## src/rtl/uart_rx_frame.sv

```systemverilog
// UART receive framer: validates the start bit, samples data/parity/stop at bit centres
// on the 16x tick, and holds each word in a single-entry valid/ready register with error flags.
module uart_rx_frame #(
  parameter int DATA_BITS   = 8,
  parameter int PARITY_MODE = 0
) (
  input  logic                 clk,
  input  logic                 rst,
  input  logic                 tick_16x,
  input  logic                 rx_filtered,
  input  logic                 falling_edge,
  output logic [DATA_BITS-1:0] rx_data,
  output logic                 rx_valid,
  input  logic                 rx_ready,
  output logic                 frame_err,
  output logic                 parity_err,
  output logic                 overrun,
  output logic                 busy
);

  // state    | meaning
  // S_IDLE   | line idle, waiting for a falling edge
  // S_START  | counting to mid start bit, then validate it
  // S_DATA   | sampling data bits LSB first at bit centres
  // S_PARITY | sampling the parity bit
  // S_STOP   | sampling the stop bit and completing the frame
  typedef enum logic [2:0] {S_IDLE, S_START, S_DATA, S_PARITY, S_STOP} state_t;

  localparam int               IDX_W    = $clog2(DATA_BITS);
  localparam logic [IDX_W-1:0] LAST_IDX = IDX_W'(DATA_BITS - 1);

  state_t               state;
  logic [3:0]           cnt;
  logic [IDX_W-1:0]     bit_idx;
  logic [DATA_BITS-1:0] shreg;
  logic                 par_acc;
  logic                 par_bad;
  logic                 complete;

  assign complete = (state == S_STOP) && tick_16x && (cnt == 4'd15);
  assign busy     = (state != S_IDLE);

  always_ff @(posedge clk or posedge rst) begin
    if (rst) begin
      state      <= S_IDLE;
      cnt        <= '0;
      bit_idx    <= '0;
      shreg      <= '0;
      par_acc    <= 1'b0;
      par_bad    <= 1'b0;
      rx_data    <= '0;
      rx_valid   <= 1'b0;
      frame_err  <= 1'b0;
      parity_err <= 1'b0;
      overrun    <= 1'b0;
    end else begin
      overrun <= 1'b0;

      case (state)
        S_IDLE: begin
          if (falling_edge) begin
            state <= S_START;
            cnt   <= '0;
          end
        end
        S_START: begin
          if (tick_16x) begin
            if (cnt == 4'd7) begin
              cnt <= '0;
              if (!rx_filtered) begin
                state   <= S_DATA;
                bit_idx <= '0;
                par_acc <= 1'b0;
                par_bad <= 1'b0;
              end else begin
                state <= S_IDLE;
              end
            end else begin
              cnt <= cnt + 4'd1;
            end
          end
        end
        S_DATA: begin
          if (tick_16x) begin
            if (cnt == 4'd15) begin
              cnt     <= '0;
              shreg   <= {rx_filtered, shreg[DATA_BITS-1:1]};
              par_acc <= par_acc ^ rx_filtered;
              bit_idx <= bit_idx + 1'b1;
              if (bit_idx == LAST_IDX) begin
                state <= (PARITY_MODE != 0) ? S_PARITY : S_STOP;
              end
            end else begin
              cnt <= cnt + 4'd1;
            end
          end
        end
        S_PARITY: begin
          if (tick_16x) begin
            if (cnt == 4'd15) begin
              cnt     <= '0;
              state   <= S_STOP;
              par_bad <= (PARITY_MODE == 2) ? ~(par_acc ^ rx_filtered)
                                            :  (par_acc ^ rx_filtered);
            end else begin
              cnt <= cnt + 4'd1;
            end
          end
        end
        S_STOP: begin
          if (tick_16x) begin
            if (cnt == 4'd15) begin
              cnt   <= '0;
              state <= S_IDLE;
            end else begin
              cnt <= cnt + 4'd1;
            end
          end
        end
        default: state <= S_IDLE;
      endcase

      // A completing frame may reuse the slot if the held word is consumed this cycle.
      if (complete) begin
        if (!rx_valid || rx_ready) begin
          rx_data    <= shreg;
          frame_err  <= ~rx_filtered;
          parity_err <= par_bad;
          rx_valid   <= 1'b1;
        end else begin
          overrun <= 1'b1;
        end
      end else if (rx_valid && rx_ready) begin
        rx_valid <= 1'b0;
      end
    end
  end

endmodule

```

## config.mk

```make
export PLATFORM = sky130hd
export DESIGN_NAME = uart_rx_frame
export DESIGN_NICKNAME = d
export VERILOG_FILES = /design/src/rtl/uart_rx_frame.sv
export SDC_FILE = /design/constraint.sdc
export NUM_CORES = 1
export LEC_CHECK = 0
export ABC_AREA = 1
export CORE_AREA = 2 2 61 63
export CTS_CLUSTER_SIZE = 25
export DETAILED_ROUTE_END_ITERATION = 12
export DIE_AREA = 0 0 63 65
export PLACE_DENSITY = 0.69
export SYNTH_ARGS = -nofsm -noshare
export SYNTH_HDL_FRONTEND = slang
export SYNTH_SLANG_ARGS = --single-unit
```

## constraint.sdc

```tcl
create_clock -name clk -period 1.4 [get_ports clk]
set_input_delay 0.28 -clock clk [delete_from_list [all_inputs] [get_ports clk]]
set_output_delay 0.28 -clock clk [all_outputs]
set_load 0.01 [all_outputs]
```

**Cell placement**

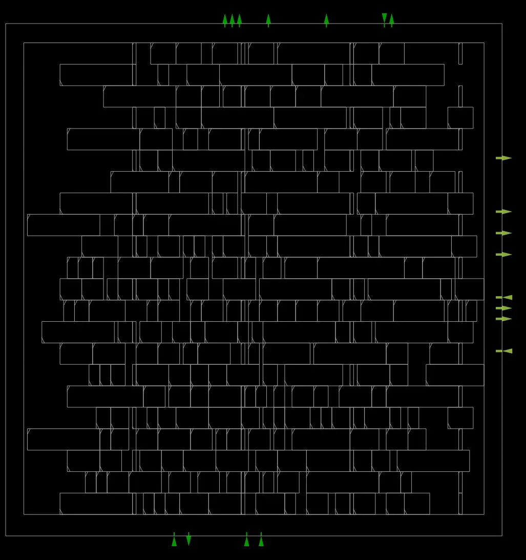
row cnt: 22
Placeable Area: 0.00350 mm^2
share of the final layout cell area in sequential cells: 31.0%
filler cell count: 246

**Signal metal coverage by tile**

(4 px per um) The die is cut into 13 by 13 equal tiles; dark purple is low, yellow is high, scaled to the fullest tile. Values are wire area over tile area, all layers added.
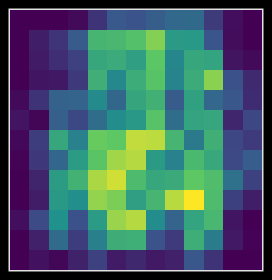
37% of the tiles are over half the peak. The emptiest ninth of the die: north-west. The densest ninth of the die: center. The mean over all tiles is 0.17. The fullest tile reaches 0.46.

==> impl_metrics.csv <==
group,metric,value,unit
final_timing,timing.fmax,685,MHz
clocking,cts_tree,"yes",
final_layout,signal_buffers,55,
power,powerSeq,1150,uW
power,power.density_cell_area,1690,mW/mm^2
clocking,worst_setup_hold_path_clk_slew,0.12,ns
global_routing,groute.layer.met2.usage,36.0,%
final_layout,stdcell_area,0.00258,mm^2
yosys,syn_area,0.00161,mm^2
detailed_routing,vias,1527,
power,clock_net_power,716,uW
final_timing,slew_headroom,58.0,%
global_routing,globalRouteTotalUtil,21.2,%
worst_setup_path,timing.critical_path.required,1.64,ns
yosys,synthTopCellsByCount,"sky130_fd_sc_hd__nand2_1, sky130_fd_sc_hd__dfrtp_1, sky130_fd_sc_hd__inv_1",
final_layout,clockBufferCount,5,
power,cellLeakagePower,0.00128,uW
run_status,run_status,"finished with violations",
clocking,numClockSinks,32,
worst_setup_path,worstReg2RegEnd,"cnt[1]",
yosys,edf_count,0,
power,power.switching_fraction,41.2,%
run_status,failed_checks,"negative setup slack",
clocking,clock_tree.buffer_depth,2,
yosys,synthMostInstantiatedCell,"sky130_fd_sc_hd__nand2_1",
yosys,synth.top_cells.by_area,"sky130_fd_sc_hd__dfrtp_1, sky130_fd_sc_hd__nand2_1, sky130_fd_sc_hd__nand3_1",
global_routing,first_global_vias,1431,
worst_setup_path,setup.worst_path.start_class,"flip-flop",
worst_setup_path,path_cells,"buf_6, buf_6, nor2_4, buf_6, o21ai_2, nor2_1, buf_4, inv_4, nand2_2, nand2_2",
final_timing,timing_max_transition_violations_final,0,
placed_design,dp_cells,286,
final_timing,final.setup.worst_slack,-0.0603,ns
final_timing,setup_viol,29,
final_layout,finish.utilization,73.9,%
placed_design,detailedPlacementHpwl,2350,um
worst_setup_path,worstPathBufferInverterCount,5,
power,top_power_group,"combinational logic",
final_layout,logic_gates,140,
final_timing,finalClockSkew,0.0159,ns
yosys,async_flop_share,100,%
clocking,cts-hold-fix-buffers,0,
final_layout,layout-drive-gt1-share,50.0,%
floorplan,floorplan.initialDensity,46.1,%
yosys,synth-simple-area-share,31.2,%
yosys,synth.net_count,205,
detailed_routing,met2_wirelength_from_detailed_routing,2490,um
final_layout,logic_area,0.00103,mm^2
yosys,top_logic_kind,"simple AND/OR/NAND/NOR gates",
Power figures rest on the tool's default switching activity, not on a simulated workload.
